met2.png
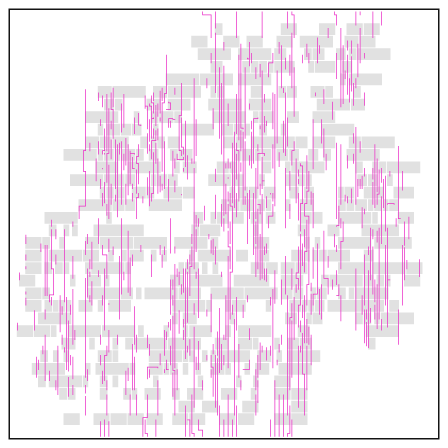
met1.png
Supply wires on this layer in grey.
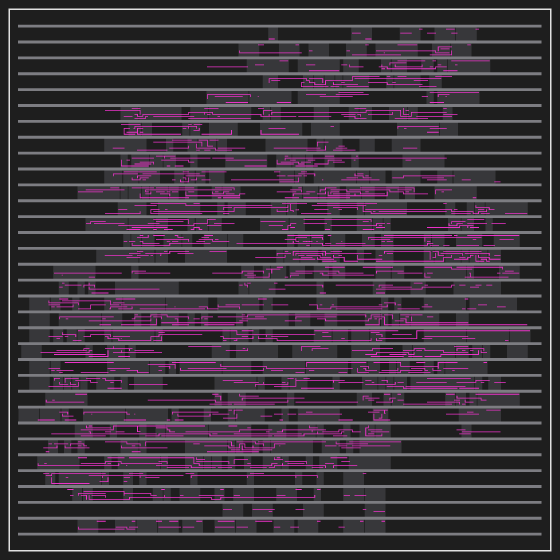
==> config.mk <==
export PLATFORM = sky130hd
export DESIGN_NAME = reg_dump_uart
export DESIGN_NICKNAME = d
export VERILOG_FILES = /design/src/rtl/reg_dump_uart.sv
export SDC_FILE = /design/constraint.sdc
export NUM_CORES = 1
export LEC_CHECK = 0
export CORE_UTILIZATION = 35
export DETAILED_ROUTE_END_ITERATION = 10
export PLACE_DENSITY = 0.6
export SLEW_MARGIN = 40
export SYNTH_ARGS = -nofsm -noshare
export SYNTH_HDL_FRONTEND = slang
export SYNTH_SLANG_ARGS = --single-unit
==> constraint.sdc <==
create_clock -name clk -period 3.1 [get_ports clk]
set_input_delay 0.31 -clock clk [delete_from_list [all_inputs] [get_ports clk]]
set_output_delay 0.31 -clock clk [all_outputs]
set_load 0.01 [all_outputs]
==> src/rtl/reg_dump_uart.sv <==
// rtl/reg_dump_uart.sv - dumps the 32-entry core register file over an 8N1 UART
// Frame: header 0xA5, then x0..x31 MSB byte first; one FETCH cycle precedes each register.
module reg_dump_uart #(
  parameter int CLKS_PER_BIT = 868
) (
  input  logic        clk,
  input  logic        rst,
  input  logic        start,
  output logic [4:0]  reg_addr,
  input  logic [31:0] reg_data,
  output logic        tx,
  output logic        busy,
  output logic        done
);

  localparam int            CW        = (CLKS_PER_BIT > 1) ? $clog2(CLKS_PER_BIT) : 1;
  localparam logic [CW-1:0] BAUD_LAST = CW'(CLKS_PER_BIT - 1);

  typedef enum logic [2:0] {IDLE, FETCH, START, DATA, STOP} state_t;

  state_t        state;
  logic [CW-1:0] baud_cnt;
  logic [2:0]    bit_cnt;
  logic [1:0]    byte_cnt;
  logic [7:0]    tx_byte;
  logic [31:0]   shift_reg;
  logic          header;
  logic          last_reg;
  logic          baud_end;

  assign baud_end = (baud_cnt == BAUD_LAST);

  always_ff @(posedge clk) begin
    if (rst) begin
      state     <= IDLE;
      tx        <= 1'b1;
      busy      <= 1'b0;
      done      <= 1'b0;
      reg_addr  <= 5'd0;
      baud_cnt  <= '0;
      bit_cnt   <= 3'd0;
      byte_cnt  <= 2'd0;
      tx_byte   <= 8'h00;
      shift_reg <= 32'h0;
      header    <= 1'b0;
      last_reg  <= 1'b0;
    end else begin
      done <= 1'b0;
      case (state)
        IDLE: begin
          if (start) begin
            state    <= START;
            busy     <= 1'b1;
            tx       <= 1'b0;
            tx_byte  <= 8'hA5;
            header   <= 1'b1;
            last_reg <= 1'b0;
            reg_addr <= 5'd0;
            baud_cnt <= '0;
          end
        end
        FETCH: begin
          // Advance the address now so it has a whole register's worth of bytes to settle.
          tx_byte   <= reg_data[31:24];
          shift_reg <= {reg_data[23:0], 8'h00};
          byte_cnt  <= 2'd0;
          last_reg  <= (reg_addr == 5'd31);
          if (reg_addr != 5'd31) reg_addr <= reg_addr + 5'd1;
          tx        <= 1'b0;
          baud_cnt  <= '0;
          state     <= START;
        end
        START: begin
          if (baud_end) begin
            baud_cnt <= '0;
            bit_cnt  <= 3'd0;
            tx       <= tx_byte[0];
            state    <= DATA;
          end else begin
            baud_cnt <= baud_cnt + CW'(1);
          end
        end
        DATA: begin
          if (baud_end) begin
            baud_cnt <= '0;
            if (bit_cnt == 3'd7) begin
              tx    <= 1'b1;
              state <= STOP;
            end else begin
              bit_cnt <= bit_cnt + 3'd1;
              tx      <= tx_byte[bit_cnt + 3'd1];
            end
          end else begin
            baud_cnt <= baud_cnt + CW'(1);
          end
        end
        STOP: begin
          if (baud_end) begin
            baud_cnt <= '0;
            if (header) begin
              header <= 1'b0;
              state  <= FETCH;
            end else if (byte_cnt == 2'd3) begin
              if (last_reg) begin
                state <= IDLE;
                busy  <= 1'b0;
                done  <= 1'b1;
              end else begin
                state <= FETCH;
              end
            end else begin
              byte_cnt  <= byte_cnt + 2'd1;
              tx_byte   <= shift_reg[31:24];
              shift_reg <= {shift_reg[23:0], 8'h00};
              tx        <= 1'b0;
              state     <= START;
            end
          end else begin
            baud_cnt <= baud_cnt + CW'(1);
          end
        end
        default: begin
          state <= IDLE;
          tx    <= 1'b1;
          busy  <= 1'b0;
        end
      endcase
    end
  end

endmodule
==> results.py <==
# Generated from Yosys and OpenROAD reports
metrics = {
    "run_status": {
        "status": "complete, no violations",
    },
    "layout": {
        "largest_register_ff_count": 24,
        "nets": 433,
        "layout_top_cells": "nand2_1 (64), dfxtp_1 (60), clkdlybuf4s50_1 (41)",
        "lay_top_count": "nand2_1",
        "area_growth_syn_to_layout_pct": 26.2,
        "seqCellArea_mm2": 0.00120,
    },
    "power": {
        "ir_worst_vdd_mv": 0.216,
        "p_per_area_mw_per_mm2": 541,
        "power.leakage_uw": 0.00125,
    },
    "final_timing": {
        "period_minus_slack_ns": 2.35,
        "timing.setup.tns_ns": 0,
        "worst_pin_slew_ns": 0.716,
        "setup_viol": 0,
        "hold_viol": 0,
        "fin_crit_sh": 0.758,
        "fin_skew_ns": 0.00941,
        "drv_slew": 0,
    },
    "flow_run": {
        "max_cap_viol_count": 0,
        "tool_warnings": 26,
    },
    "clock_network": {
        "clock_latency_ns": 0.35,
        "cts-buffers-inserted": 9,
        "cts_hold_buffers": 0,
        "clock_path_buffers": 2,
        "cts_setup_buffers": 0,
        "cts_resized": 0,
        "cts.clk_slew.worst_paths_ns": 0.07,
        "cts_max_level": 3,
        "clockRootBuffer": "clkbuf_8",
    },
    "synth": {
        "netlist_instances": 357,
        "netlist_area_mm2": 0.00287,
        "ys_cells": 357,
        "ys_chip_area_mm2": 0.00287,
        "yosysWarnings": 0,
        "fp_nets": 398,
        "avgSynthCellArea_um2": 8.03,
    },
    "drt": {
        "drt-initial-drc-count": 106,
        "via_per_inst": 5.21,
        "ant_nets": 0,
        "drc": 0,
    },
    "setup_path": {
        "worstSetupPathType": "flop to flop",
        "critical_path.max_fanout": 12,
        "end_kind": "flop",
        "cp.required_ns": 3.37,
        "cp.arrival_ns": 2.61,
    },
    "placed_design": {
        "place.gp.congestion": 0.778,
        "port_buffers": 42,
    },
    "grt": {
        "track_usage": 0.169,
        "antenna_found_initial": 0,
        "grt_pass1_wl_um": 11500,
        "grt_max_degree": 41,
    },
    "floorplan": {
        "die_h_um": 92.5,
        "die_w_um": 92.5,
        "rows": 32,
        "fp_util": 0.367,
    },
    "worst_hold_path": {
        "hold_path.class": "flop to flop",
    },
}
## Picture notes: met2.png
The layer carries 3120 um of wire. 335 nets have wire on it.
met2 Use GR: 0.269
WL final: 6720 um
via count: 2601

## Picture notes: met1.png
The layer holds 49% of the routed length. 402 nets have wire on it.
M1 GR Usage: 0.221

-- worst paths after layout --
check                from      endpoint  slack (ns)  cells after the start
min reg2reg  shift_reg[8]  shift_reg[8]        0.45                      2
min          shift_reg[8]  shift_reg[8]        0.45                      2
max reg2reg   baud_cnt[4]    tx_byte[1]        0.75                      5
max           baud_cnt[4]    tx_byte[1]        0.75                      5
-- per-layer routing --
metal	GRT usage	vias up	share of wire	wire length [um]
met5	0	-	0	0
met4	0.0469	0	0.010	68
met3	0.0509	7	0.033	223
met2	0.269	32	0.46	3120
met1	0.221	1205	0.49	3300
li1	-	1357	-	-
-- cell usage after synthesis (4+ instances only) --
master and count:
a21oi_1 30, nand3_1 13, nor2_1 36, nand2b_1 6, nor3_1 8, nand2_1 64
o21ai_0 6, buf_2 5, or3_1 6, dfxtp_1 60, nor2b_1 8, ha_1 6
nand4_1 6, clkbuf_1 21, inv_1 4, a311oi_1 22, xor2_1 4, a22oi_1 10
and3_1 6
-- per-stage QoR --
step	power [uW]	area, um^2	hold WS [ns]	worst slack, ns
floorplan	1050	2870	0.432	0.959
global placement	1160	3380	0.440	0.704
detailed placement	1160	3380	0.444	0.769
CTS	1980	3620	0.454	0.749
global route	2050	3620	0.472	0.616
finish	1960	3620	0.450	0.751
-- cells by family after synthesis --
kind of cell,count (synthesis),share of synthesized area
adder cells (fa/ha/maj),6,0.0262
AND/OR/NAND/NOR,164,0.266
AND-OR/OR-AND,87,0.207
flip-flops,60,0.419
buffers and inverters,31,0.0441
XOR/XNOR,5,0.0153
multiplexers,4,0.0227
-- cell type report --
cell class                      instances  area share
Timing Repair Buffer                   51       0.133
Clock inverter                          5      0.0232
Inverter                                4     0.00415
Tap cell                              102      0.0353
Sequential cell                        60       0.332
Multi-Input combinational cell        266       0.430
Clock buffer                           11      0.0418
-- power breakdown --
part | switching [uW] | internal (uW)
registers | 40.3 | 817
clock network | 319 | 497
logic | 155 | 130
total | 514 | 1440
-- worst max-delay path, cell delays in order (launching register included) --
cell	delay (ns)
dfxtp_1	0.37
or3_1	0.38
or4_4	0.47
a221o_1	0.48
or3_1	0.42
a21oi_1	0.14
Power figures rest on the tool's default switching activity, not on a simulated workload.
